## src/rtl/io_event_ctrl.sv

```systemverilog
// Debounced press/release event generator with a show-ahead event FIFO.
// Optional auto-repeat while a key is held: define IO_EVT_REPEAT_EN.
module io_event_ctrl #(
    parameter int DEBOUNCE_CYCLES = 16,
    parameter int FIFO_DEPTH      = 4,
    parameter int REPEAT_DELAY    = 1000,
    parameter int REPEAT_PERIOD   = 250
) (
    input  logic       clk,
    input  logic       rst_n,
    input  logic [1:0] in_code,
    input  logic       in_valid,
    output logic [1:0] evt_code,
    output logic       evt_release,
    output logic       evt_repeat,
    output logic       evt_valid,
    input  logic       evt_ready,
    input  logic       clr_ovf,
    output logic       overflow,
    output logic       busy
);

    localparam int          PW      = $clog2(FIFO_DEPTH);
    localparam logic [15:0] DB_LAST = 16'(DEBOUNCE_CYCLES - 1);

    if (DEBOUNCE_CYCLES < 1 || DEBOUNCE_CYCLES > 65535 || FIFO_DEPTH < 2 ||
        (FIFO_DEPTH & (FIFO_DEPTH - 1)) != 0 || REPEAT_DELAY < 1 ||
        REPEAT_DELAY > 65535 || REPEAT_PERIOD < 1 || REPEAT_PERIOD > 65535) begin : g_param_err
        $error("io_event_ctrl: illegal parameter value");
    end

    typedef enum logic [1:0] {S_IDLE, S_DEBOUNCE, S_HELD, S_REL_DB} state_t;

    state_t      r_state, w_state_nxt;
    logic [15:0] r_cnt, w_cnt_nxt;
    logic [1:0]  r_cand, w_cand_nxt;
    logic        r_busy;
    logic        w_match;
    logic        w_push;
    logic        w_push_rel;
    logic        w_push_rep;

`ifdef IO_EVT_REPEAT_EN
    localparam logic [15:0] RPT_FIRST = 16'(REPEAT_DELAY - 1);
    localparam logic [15:0] RPT_NEXT  = 16'(REPEAT_PERIOD - 1);

    logic [15:0] r_rpt_cnt, w_rpt_cnt_nxt;
    logic        r_rpt_first, w_rpt_first_nxt;
`endif

    assign w_match = in_valid && (in_code == r_cand);

    always_comb begin
        w_state_nxt = r_state;
        w_cnt_nxt   = r_cnt;
        w_cand_nxt  = r_cand;
        w_push      = 1'b0;
        w_push_rel  = 1'b0;
        w_push_rep  = 1'b0;
`ifdef IO_EVT_REPEAT_EN
        // Timer restarts whenever we are not sitting in HELD with a matching input.
        w_rpt_cnt_nxt   = 16'd0;
        w_rpt_first_nxt = 1'b1;
`endif
        case (r_state)
            S_IDLE: begin
                if (in_valid) begin
                    w_state_nxt = S_DEBOUNCE;
                    w_cand_nxt  = in_code;
                    w_cnt_nxt   = 16'd0;
                end
            end
            S_DEBOUNCE: begin
                if (!w_match) begin
                    w_state_nxt = S_IDLE;
                end else if (r_cnt == DB_LAST) begin
                    w_state_nxt = S_HELD;
                    w_push      = 1'b1;
                end else begin
                    w_cnt_nxt = r_cnt + 16'd1;
                end
            end
            S_HELD: begin
                if (!w_match) begin
                    w_state_nxt = S_REL_DB;
                    w_cnt_nxt   = 16'd0;
                end else begin
`ifdef IO_EVT_REPEAT_EN
                    if (r_rpt_cnt == (r_rpt_first ? RPT_FIRST : RPT_NEXT)) begin
                        w_push          = 1'b1;
                        w_push_rep      = 1'b1;
                        w_rpt_first_nxt = 1'b0;
                    end else begin
                        w_rpt_cnt_nxt   = r_rpt_cnt + 16'd1;
                        w_rpt_first_nxt = r_rpt_first;
                    end
`endif
                end
            end
            S_REL_DB: begin
                if (w_match) begin
                    w_state_nxt = S_HELD;
                end else if (r_cnt == DB_LAST) begin
                    w_state_nxt = S_IDLE;
                    w_push      = 1'b1;
                    w_push_rel  = 1'b1;
                end else begin
                    w_cnt_nxt = r_cnt + 16'd1;
                end
            end
            default: w_state_nxt = S_IDLE;
        endcase
    end

    always_ff @(posedge clk or negedge rst_n) begin
        if (!rst_n) begin
            r_state <= S_IDLE;
            r_cnt   <= 16'd0;
            r_cand  <= 2'd0;
            r_busy  <= 1'b0;
        end else begin
            r_state <= w_state_nxt;
            r_cnt   <= w_cnt_nxt;
            r_cand  <= w_cand_nxt;
            r_busy  <= (w_state_nxt != S_IDLE);
        end
    end

`ifdef IO_EVT_REPEAT_EN
    always_ff @(posedge clk or negedge rst_n) begin
        if (!rst_n) begin
            r_rpt_cnt   <= 16'd0;
            r_rpt_first <= 1'b1;
        end else begin
            r_rpt_cnt   <= w_rpt_cnt_nxt;
            r_rpt_first <= w_rpt_first_nxt;
        end
    end
`endif

    logic [3:0]  r_mem [FIFO_DEPTH];
    logic [PW-1:0] r_wr_ptr, r_rd_ptr;
    logic [PW:0] r_count;
    logic        r_ovf;
    logic        w_empty, w_full, w_pop, w_wr, w_drop;
    logic [3:0]  w_head;

    assign w_empty = (r_count == '0);
    assign w_full  = (r_count == (PW + 1)'(FIFO_DEPTH));
    assign w_pop   = evt_ready && !w_empty;
    // A simultaneous pop frees a slot, so a push into a full FIFO is still accepted.
    assign w_wr    = w_push && (!w_full || w_pop);
    assign w_drop  = w_push && w_full && !w_pop;

    always_ff @(posedge clk) begin
        if (w_wr) begin
            r_mem[r_wr_ptr] <= {r_cand, w_push_rel, w_push_rep};
        end
    end

    always_ff @(posedge clk or negedge rst_n) begin
        if (!rst_n) begin
            r_wr_ptr <= '0;
            r_rd_ptr <= '0;
            r_count  <= '0;
            r_ovf    <= 1'b0;
        end else begin
            if (w_wr) r_wr_ptr <= r_wr_ptr + 1'b1;
            if (w_pop) r_rd_ptr <= r_rd_ptr + 1'b1;
            case ({w_wr, w_pop})
                2'b10:   r_count <= r_count + 1'b1;
                2'b01:   r_count <= r_count - 1'b1;
                default: r_count <= r_count;
            endcase
            if (w_drop) begin
                r_ovf <= 1'b1;
            end else if (clr_ovf) begin
                r_ovf <= 1'b0;
            end
        end
    end

    // Head fields are masked by valid so stale storage never shows after reset.
    assign w_head      = r_mem[r_rd_ptr];
    assign evt_valid   = !w_empty;
    assign evt_code    = w_head[3:2] & {2{evt_valid}};
    assign evt_release = w_head[1] & evt_valid;
`ifdef IO_EVT_REPEAT_EN
    assign evt_repeat  = w_head[0] & evt_valid;
`else
    assign evt_repeat  = 1'b0;
`endif
    assign overflow    = r_ovf;
    assign busy        = r_busy;

endmodule

```

## config.mk

```make
export PLATFORM = sky130hd
export DESIGN_NAME = io_event_ctrl
export DESIGN_NICKNAME = d
export VERILOG_FILES = /design/src/rtl/io_event_ctrl.sv
export SDC_FILE = /design/constraint.sdc
export NUM_CORES = 1
export LEC_CHECK = 0
export CAP_MARGIN = 20
export CELL_PAD_IN_SITES_DETAIL_PLACEMENT = 1
export CELL_PAD_IN_SITES_GLOBAL_PLACEMENT = 1
export CORE_ASPECT_RATIO = 1.2
export CORE_MARGIN = 3
export CORE_UTILIZATION = 45
export CTS_BUF_LIST = sky130_fd_sc_hd__clkbuf_2
export DETAILED_ROUTE_END_ITERATION = 8
export PLACE_DENSITY = 0.83
export SLEW_MARGIN = 25
export SYNTH_ARGS = -nofsm -noshare
export SYNTH_HDL_FRONTEND = slang
export SYNTH_SLANG_ARGS = --single-unit
```

## constraint.sdc

```tcl
create_clock -name clk -period 3.8 [get_ports clk]
set_clock_uncertainty 0.05 [all_clocks]
set_input_delay 0.76 -clock clk [delete_from_list [all_inputs] [get_ports clk]]
set_output_delay 0.76 -clock clk [all_outputs]
set_load 0.02 [all_outputs]
```

Sequential cells colored by netlist name:
Scale: 6 px per um. Other sequential cells in the stronger gray, the rest of the logic in the fainter gray.
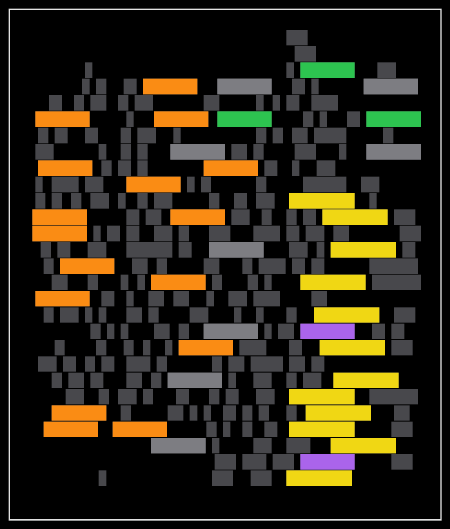
[`r_mem`] yellow | flops: 12
[`r_count`] green | flops: 3
[`r_cnt`] orange | flops: 16
[`r_cand`] purple | flops: 2
area taken by flip-flops and latches: 1090 sq um
post-route core utilization: 51.0%
P_seq: 700 uW
flip-flop and latch share of the layout cell area: 42.8%

Track usage over the die:
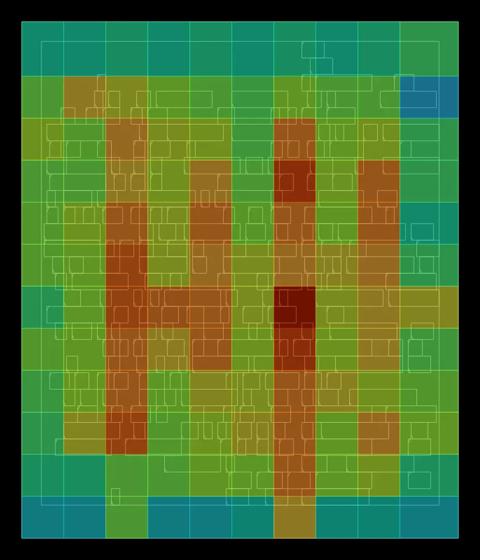
GRT busiest layer: met2
All-Layer GR Usage: 19.4%

Signal wires by layer:
Scale: 4 px per um.
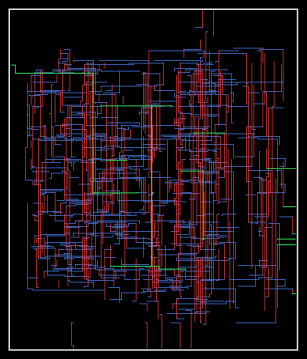
[met1] blue | wire length: 2130 um
[met4] orange | wire length: 87.0 um
[met3] green | wire length: 110 um
[met2] red | wire length: 2960 um
Routed WL per cell: 17.6 um
via count of the routed design: 1790
overall routed net length: 5290 um

Clock wires, drivers and flops:
Scale: 3 px per um.
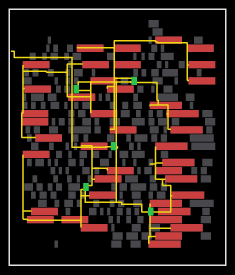
[cells driving clock nets] green | count: 5
[clock wires] yellow | length: 514 um
[flip-flops] red | count: 41
flops lie: widely spread
routed clock nets: 6
power of the clock network: 186 uW
clock network fraction of total power: 11.9%

A small window of the routed layout:
Window x 44 to 64, y 11 to 31 um. Cells in gray, sequential cells in the stronger gray; small squares are vias.
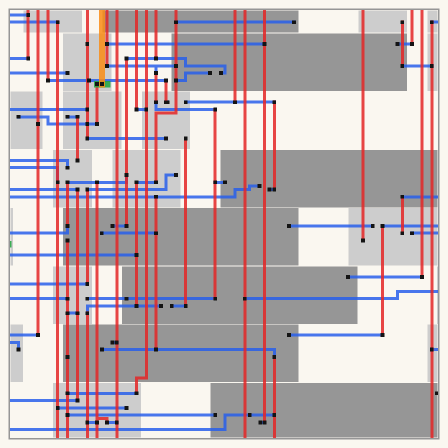
[met2] red
[met4] orange
[met1] blue
[met3] green
sequential cells in the window: 6
cells with their middle in the window: 14
most frequent: edfxtp_1 (6), and3_1 (2)
netlist names of flops here include: `r_mem` (6)

==> flow_summary.rst <==
Metrics
=======

.. list-table::
   :header-rows: 1

   * - Metric
     - Value
   * - Fin crit share
     - 80.2%
   * - Period minus WS final
     - around 3000 ps
   * - Chip area
     - just over 6000 sq um
   * - Cell area after synthesis
     - about 2300 sq um
   * - Count of placed standard cells including taps
     - a little under 300
   * - Hold-critical path endpoint
     - overflow
   * - Pwr top
     - sequential cells
   * - Internal power
     - 915 uW
   * - Destination of the critical timing path
     - evt_code[0]
   * - Count of library flops with an enable pin
     - 12
   * - Met2 WL
     - between 2000 and 3000 um
   * - Clk sinks
     - about 41
   * - Highest Clock Rate
     - 328 MHz
   * - Top cell area share
     - 31.1%
   * - Clock tree from TritonCTS
     - yes
   * - Met3 usage
     - under 10%
   * - Maximum buffer depth of the clock tree
     - 2
   * - Run status
     - finished clean
   * - Type of origin of the critical path
     - flip-flop
   * - Power consumption
     - roughly 1600 uW
   * - P&R area growth vs syn
     - 8.91%
   * - Cell family contributing the most delay on the critical path
     - flip-flops
[sequential cells by signal, summed over array words and instances, names as in the netlist]
name and cells:
r_cnt 16, r_mem 12, r_count 3, r_cand 2, r_rd_ptr 2, r_state 2, r_wr_ptr 2, busy 1
overflow 1
[cells by family after synthesis]
logic type / Yosys count
xor+xnor: 8
buf+inv: 23
other cells: 1
mux: 6
simple gates: 87
flops: 41
compound gates: 55
fa+ha+maj: 6
[cell type report]
cell class | instances | area, sq um
Sequential cell | 41 | 1090
Tap cell | 60 | 75.1
Clock buffer | 6 | 30.0
Inverter | 11 | 41.3
Clock inverter | 2 | 10.0
Fill cell | 556 | 2440
Timing Repair Buffer | 18 | 165
Multi-Input combinational cell | 163 | 1130
No activity file was given, so power comes from the tool's default toggle rates.
